--- src/rtl/div_clk_mon_pkg.sv ---
// Shared types and constants for the divided-clock frequency monitor.
package div_clk_mon_pkg;

  localparam int unsigned SYNC_STAGES = 2;
  localparam int unsigned NUM_CHAN    = 4;

  typedef enum logic [1:0] {
    IDLE   = 2'd0,
    GATE   = 2'd1,
    REPORT = 2'd2
  } state_t;

  typedef struct packed {
    logic       found;
    logic [1:0] chan;
  } pick_t;

  // Lowest enabled channel at or above 'from'; found=0 when none remain.
  function automatic pick_t pick_chan(input logic [3:0] mask, input logic [2:0] from);
    pick_t p;
    p = '0;
    for (int unsigned i = 0; i < NUM_CHAN; i++) begin
      if (!p.found && (i >= 32'(from)) && mask[i]) begin
        p.found = 1'b1;
        p.chan  = 2'(i);
      end
    end
    return p;
  endfunction

endpackage

--- src/rtl/div_clk_monitor_edge_sync.sv ---
// One-bit synchronizer for an asynchronous clock input followed by rising-edge detect.
module edge_sync
  import div_clk_mon_pkg::*;
(
  input  logic clk,
  input  logic resetn,
  input  logic d,
  output logic rise
);

  logic [SYNC_STAGES:0] sh;

  always_ff @(posedge clk) begin
    if (!resetn) sh <= '0;
    else         sh <= {sh[SYNC_STAGES-1:0], d};
  end

  assign rise = sh[SYNC_STAGES-1] & ~sh[SYNC_STAGES];

endmodule

--- src/rtl/div_clk_monitor.sv ---
// Gated edge counter sweeping four divided PL clocks one channel at a time.
// Optional per-channel stuck flags are enabled with DIV_CLK_MONITOR_STUCK_EN.
module div_clk_monitor
  import div_clk_mon_pkg::*;
#(
  parameter int unsigned WINDOW_CYCLES = 1024,
  parameter int unsigned CNT_WIDTH     = 16
) (
  input  logic                 ila_clk,
  input  logic                 pl_resetn,
  input  logic [3:0]           div_clk_in,
  input  logic [3:0]           chan_mask,
  input  logic                 start,
  input  logic                 cont,
  output logic                 busy,
  output logic                 meas_valid,
  output logic [1:0]           meas_chan,
  output logic [CNT_WIDTH-1:0] meas_count
`ifdef DIV_CLK_MONITOR_STUCK_EN
  ,
  output logic [3:0]           stuck
`endif
);

  localparam logic [15:0] WIN_LAST = 16'(WINDOW_CYCLES - 1);

  state_t               state, state_n;
  logic [3:0]           rise;
  logic [3:0]           mask_q, mask_n;
  logic [1:0]           chan_q, chan_n;
  logic [15:0]          win_cnt;
  logic [CNT_WIDTH-1:0] edge_cnt;
  logic                 clr, inc, last;
  pick_t                pick;

  for (genvar g = 0; g < 4; g++) begin : g_sync
    edge_sync u_sync (
      .clk    (ila_clk),
      .resetn (pl_resetn),
      .d      (div_clk_in[g]),
      .rise   (rise[g])
    );
  end

  assign inc        = rise[chan_q] && (edge_cnt != '1);
  assign last       = (win_cnt == WIN_LAST);
  assign busy       = (state != IDLE);
  assign meas_valid = (state == REPORT);

  always_comb begin
    state_n = state;
    mask_n  = mask_q;
    chan_n  = chan_q;
    clr     = 1'b0;
    pick    = '0;
    case (state)
      IDLE: begin
        if (start && (chan_mask != '0)) begin
          pick    = pick_chan(chan_mask, 3'd0);
          mask_n  = chan_mask;
          chan_n  = pick.chan;
          clr     = 1'b1;
          state_n = GATE;
        end
      end
      GATE: begin
        if (last) state_n = REPORT;
      end
      REPORT: begin
        pick = pick_chan(mask_q, {1'b0, chan_q} + 3'd1);
        if (pick.found) begin
          chan_n  = pick.chan;
          clr     = 1'b1;
          state_n = GATE;
        end else if (cont) begin
          // Wrap: relatch the live mask; an empty mask ends the run.
          mask_n = chan_mask;
          pick   = pick_chan(chan_mask, 3'd0);
          if (pick.found) begin
            chan_n  = pick.chan;
            clr     = 1'b1;
            state_n = GATE;
          end else begin
            state_n = IDLE;
          end
        end else begin
          state_n = IDLE;
        end
      end
      default: state_n = IDLE;
    endcase
  end

  always_ff @(posedge ila_clk) begin
    if (!pl_resetn) begin
      state      <= IDLE;
      mask_q     <= '0;
      chan_q     <= '0;
      win_cnt    <= '0;
      edge_cnt   <= '0;
      meas_chan  <= '0;
      meas_count <= '0;
    end else begin
      state  <= state_n;
      mask_q <= mask_n;
      chan_q <= chan_n;
      if (clr) begin
        win_cnt  <= '0;
        edge_cnt <= '0;
      end else if (state == GATE) begin
        win_cnt <= win_cnt + 16'd1;
        if (inc) edge_cnt <= edge_cnt + 1'b1;
      end
      // Result includes any edge seen on the final gate cycle.
      if ((state == GATE) && last) begin
        meas_chan  <= chan_q;
        meas_count <= inc ? edge_cnt + 1'b1 : edge_cnt;
      end
    end
  end

`ifdef DIV_CLK_MONITOR_STUCK_EN
  always_ff @(posedge ila_clk) begin
    if (!pl_resetn)            stuck <= '0;
    else if (state == REPORT)  stuck[meas_chan] <= (meas_count == '0);
  end
`else
  // Stuck reporting not built.
`endif

endmodule
--- config.mk ---
export PLATFORM = sky130hd
export DESIGN_NAME = div_clk_monitor
export DESIGN_NICKNAME = d
export VERILOG_FILES = /design/src/rtl/div_clk_mon_pkg.sv /design/src/rtl/div_clk_monitor_edge_sync.sv /design/src/rtl/div_clk_monitor.sv
export SDC_FILE = /design/constraint.sdc
export NUM_CORES = 1
export LEC_CHECK = 0
export CAP_MARGIN = 25
export CORE_MARGIN = 1
export CORE_UTILIZATION = 28
export CTS_BUF_LIST = sky130_fd_sc_hd__clkbuf_8
export DETAILED_ROUTE_END_ITERATION = 8
export GPL_TIMING_DRIVEN = 1
export PLACE_DENSITY = 0.54
export SLEW_MARGIN = 20
export SYNTH_ARGS = -nofsm -noshare
export SYNTH_HDL_FRONTEND = slang
export SYNTH_SLANG_ARGS = --single-unit
--- constraint.sdc ---
create_clock -name ila_clk -period 5.2 [get_ports ila_clk]
set_input_delay 1.04 -clock ila_clk [delete_from_list [all_inputs] [get_ports ila_clk]]
set_output_delay 1.04 -clock ila_clk [all_outputs]
set_load 0.05 [all_outputs]
==> summary.txt <==
Flow results are below.

- The post-synthesis register bit count is 69, for reference.
- The detailed router placed 2578 vias in this run.
- The capture point of the worst reg-to-reg path is edge_cnt[12]$_SDFFE_PP0P_, for reference.
- The cell depth of the worst hold path is 1, for reference.
- The gate count of the mapped netlist is 359, for reference.
- The core utilization of the finished layout is 0.352, for reference.
- The worst register-to-register path depth is 6.
- The endpoint of the worst hold path is g_sync[2].u_sync.sh[1]$_SDFF_PN0_, for reference.
- The routability-driven placement congestion ratio is 0.739, for reference.
- The critical path class is reg2out, for reference.
- The net count entering floorplan is 373, for reference.
- The violation tally recorded at the end of detailed-routing iteration 0 is 110.
- Pin placement for this block handled 32 I/O pins.
- Counting endpoints that fail hold in the final report gives 0.
- The category of the worst setup path launch point is a flip-flop, for reference.
- The Yosys chip area is 3190 µm², for reference.
- Counting tap cells, the placed design contains a total of 509 instances.
- The number of warnings reported in the stage logs is 26.
- The setup TNS after final layout is 0 ns, for reference.
- The highest fanout seen on the critical path is 7, for reference.
- The filler cells instantiated in the layout total 1109.
- The number of input and output port buffers inserted is 31, for reference.
- The TritonCTS buffer count is 9, for reference.
- The report lists the power per cell area as 309 nW/µm².
- The first-pass detailed-route iteration total is 4, for reference.
- The mean instance size in the synthesized netlist is 8.88 µm², for reference.
- The number of hold buffers added after CTS was 0.
- The net count of the finished layout is 394, for reference.
- Clock tree synthesis selected as its root buffer the cell clkbuf_8.
- Setup repair after global routing left no endpoint under its margin.
- The deepest clock path buffer count is 2, for reference.
- Per the synthesis report, the number of distinct cell types is 44.
- The number of max-cap violations is 0, for reference.
- Per Yosys stat, the portion of area used by sequential elements is 0.433.
- The total count of max-transition violations in the final report is 0, for reference.
- The residual antenna-violating net count after detailed routing is 0, for reference.
- The final layout contains routed wiring with a total length of 7000 µm.
- For this run, the top clock speed supported by timing is 331 MHz.
- STA reports a reg2reg setup slack of 2.61 ns.
- The worst endpoint data arrival time is 1.98 ns, for reference.
- The clock tree from TritonCTS is yes, for reference.
- The filler-free cell count of the finished design is 525, for reference.
- The cell area after synthesis is 3190 µm², for reference.
- The flow ran to the end, and the final reports show no timing, DRC or antenna violations.
- The area of the die is 11800 µm², for reference.
- The data required time reported for the critical path is 4.16 ns.
- The number of antenna diodes in the final layout is 0.
- The clock-pin slew reported for the worst setup and hold paths after clock tree synthesis is 0.07 ns, for reference.
- The worst hold path class is reg2reg, for reference.
- Per the synth stats, the flop cell with the highest instance count is dfxtp_1.
- The signed area change from the synthesized netlist to the final layout is 21.3%, for reference.
- CTS built an H-tree with a depth of 3.
- The number of global-route vias before repair is 2421, for reference.
- Summed over all cells, the static leakage comes to 1.24 nW.
- The launch point of the worst reg-to-reg path is edge_cnt[0]$_SDFFE_PP0P_, for reference.
- The share of cells above drive strength 1 is 0.0753, for reference.
- The buffers inserted during post-CTS setup optimization is 0, for reference.
- The fraction of registers with async set or reset after synthesis is 0, for reference.
- The post-route total power is 1.19 mW, for reference.
- The initial antenna violation count is 0, for reference.
- The worst-case headroom to the max-slew limit is 0.457, for reference.
- The post-cts gate resize count is 0, for reference.
- The number of setup violations in the final report is 0, for reference.
- The number of sinks driven by the clock tree is 69, for reference.
- The report lists the number of standard-cell rows as 38.
- The number of flops mapped to enable cells by yosys is 0, for reference.
- The initial utilization of the core area, before any placement, comes to 0.290.
- The startpoint of the worst hold path is g_sync[2].u_sync.sh[0]$_SDFF_PN0_, for reference.
- The number of design rule violations left after detail routing is 0, for reference.
- In the routed layout, each cell is associated on average with a via count of 4.91.
- The shortest period the worst path allows is 3.02 ns, for reference.
- The overall overflow remaining after global route is 0, for reference.
- The cell count listed in synth_stat.txt is 359, for reference.
- The detailed placement HPWL is 4570 µm, for reference.
- The number of synthesis warnings is 0, for reference.
- The pin count of the biggest net entering global routing is 42, for reference.
- STA classifies the critical path endpoint as a primary output.
- Of the available clock period, the critical path in the final layout requires 0.580.
- The pin closest to its max-slew limit shows a slew of 0.815 ns.
- In this run the worst setup path begins at state[1]$_SDFFE_PN0P_.
- The first global-routing pass estimated 11800 µm of wire.
synth_stat cells (3+ instances only):
cell | count | area share
a2111oi_0 | 10 | 0.027
a211oi_1 | 11 | 0.026
a21oi_1 | 16 | 0.025
a31oi_1 | 3 | 0.0059
and2_1 | 14 | 0.027
and3_1 | 3 | 0.0059
and4_1 | 7 | 0.019
clkbuf_1 | 21 | 0.025
dfxtp_1 | 69 | 0.43
inv_1 | 4 | 0.0047
mux2i_1 | 6 | 0.019
nand2_1 | 28 | 0.033
nand3_1 | 18 | 0.028
nand4_1 | 12 | 0.024
nor2_1 | 31 | 0.036
nor2b_1 | 3 | 0.0059
nor3_1 | 3 | 0.0047
nor4_1 | 3 | 0.0059
o21ai_0 | 19 | 0.030
o31ai_1 | 3 | 0.0071
or3_1 | 4 | 0.0078
or4_1 | 3 | 0.0071
xnor2_1 | 25 | 0.069
xor2_1 | 15 | 0.041
worst max-delay path, cell delays in order (launching register included):
cell             delay [ns]
dfxtp_1                0.45
nor2b_1                0.31
clkdlybuf4s50_1        0.87
through the flow:
step	hold WS [ns]	instance area, µm²	setup slack [ns]
after floorplan	0.412	3190	2.81
after global placement	0.431	3600	2.17
after detailed placement	0.421	3600	2.11
after CTS	0.446	3870	2.17
after global routing	0.467	3870	2.08
final	0.444	3870	2.18
worst max path at each step:
| stage | end | depth (start not counted) |
|---|---|---|
| after floorplan | edge_cnt[12]$_SDFFE_PP0P_ | 6 |
| after global placement | edge_cnt[12]$_SDFFE_PP0P_ | 5 |
| after detailed placement | edge_cnt[11]$_SDFFE_PP0P_ | 5 |
| after CTS | meas_valid | 2 |
| after global routing | meas_valid | 2 |
| final | meas_valid | 2 |
where the power goes:
group          internal (mW)  switching [mW]  leakage (nW)
registers              0.536         0.00894         0.559
clock network          0.380           0.208         0.136
logic                 0.0252          0.0347         0.542
total                  0.942           0.252          1.24
layer usage:
layer	track usage	vias to the layer above	routed length (µm)
li1	-	1323	-
met2	0.194	40	3040
met4	0.0434	0	103
met5	0	-	0
met1	0.168	1205	3470
met3	0.0430	10	379
flip-flops by register name (all words and copies together) (netlist names):
name	cells
chan_q	2
edge_cnt	16
g_sync.u_sync.sh	12
mask_q	3
meas_chan	2
meas_count	16
state	2
win_cnt	16
layout make-up:
cell class / instances / area [µm²] / area share
Sequential cell: 69 / 1380 / 0.357
Clock buffer: 10 / 138 / 0.0356
Clock inverter: 6 / 134 / 0.0346
Timing Repair Buffer: 34 / 333 / 0.0861
Multi-Input combinational cell: 262 / 1690 / 0.437
Tap cell: 140 / 175 / 0.0453
Inverter: 4 / 15.0 / 0.00388
cells in the final DEF, fill, tap and decap left out, types with 4 or more instances in the layout:
master,instances
a2111oi_0,10
a211oi_1,11
a21oi_1,16
and2_1,15
and4_1,7
bufinv_16,4
clkbuf_8,10
clkdlybuf4s50_1,31
dfxtp_1,69
inv_1,4
mux2i_1,6
nand2_1,28
nand3_1,18
nand4_1,12
nor2_1,31
o21ai_0,19
or3_1,4
xnor2_1,25
xor2_1,15
logic make-up after synthesis:
family          synth area share
compound gates             0.142
fa+ha+maj                0.00785
flops                      0.433
xor+xnor                   0.110
buf+inv                   0.0361
simple gates               0.252
mux                       0.0188
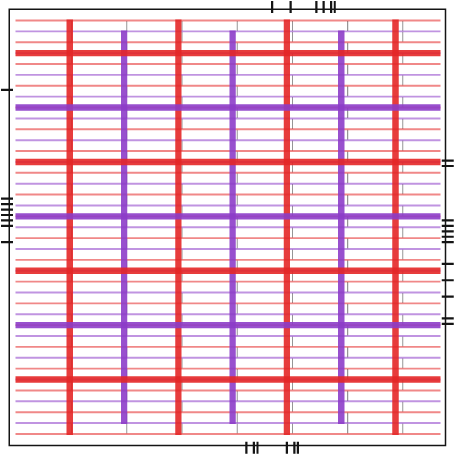
Figure 1: supply network.
Drawn at 4 px/µm. Pins as bars on the die edge. Tap cells in grey.
purple -> VDD
red -> VSS
tap cells = 140
met4 straps = 7
signal pins = 32
met5 straps = 7
maximum resistive drop on vdd: 192 µV
die outline height: 109 µm
placeable core region: 11000 µm²
die boundary width: 109 µm

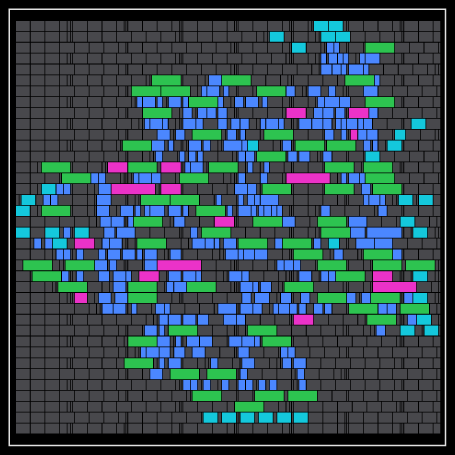
Figure 2: placement by cell class.
Drawn at 4 px/µm. Fill, decap, tap and diode cells in grey.
green -> flops  # cells 69, share of their area 37%
magenta -> clock drivers and dummy loads  # cells 16, share of their area 7.4%
cyan -> other buffers and delay cells  # cells 34, share of their area 9.0%
blue -> combinational and other logic  # cells 266, share of their area 46%

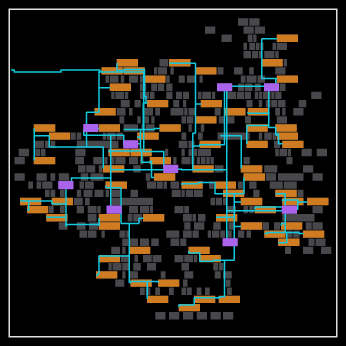
Figure 3: clock network drawn from the DEF.
Drawn at 3 px/µm.
purple -> clock drivers  # count 9
orange -> flip-flops  # count 69
cyan -> clock wires  # length 924 µm
routed clock nets = 10
Skew-Pair Late Insertion Delay: 0.35 ns
power in the clock group: 0.588 mW
Post-Route Skew: 0.0111 ns
fraction of power consumed by the clock network: 0.493

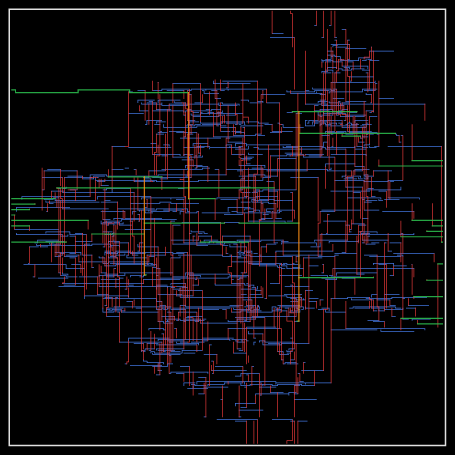
Figure 4: routed metal, one colour a layer.
Drawn at 4 px/µm.
red -> metal 2  # wire length 3040 µm
green -> metal 3  # wire length 380 µm
blue -> metal 1  # wire length 3470 µm
orange -> metal 4  # wire length 103 µm

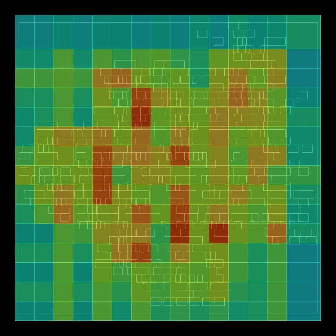
Figure 5: routing congestion.
All-Layer GR Usage: 0.128
met1 Resource Use GR: 0.168
WL/cell: 13.3 µm

Power figures rest on the tool's default switching activity, not on a simulated workload.
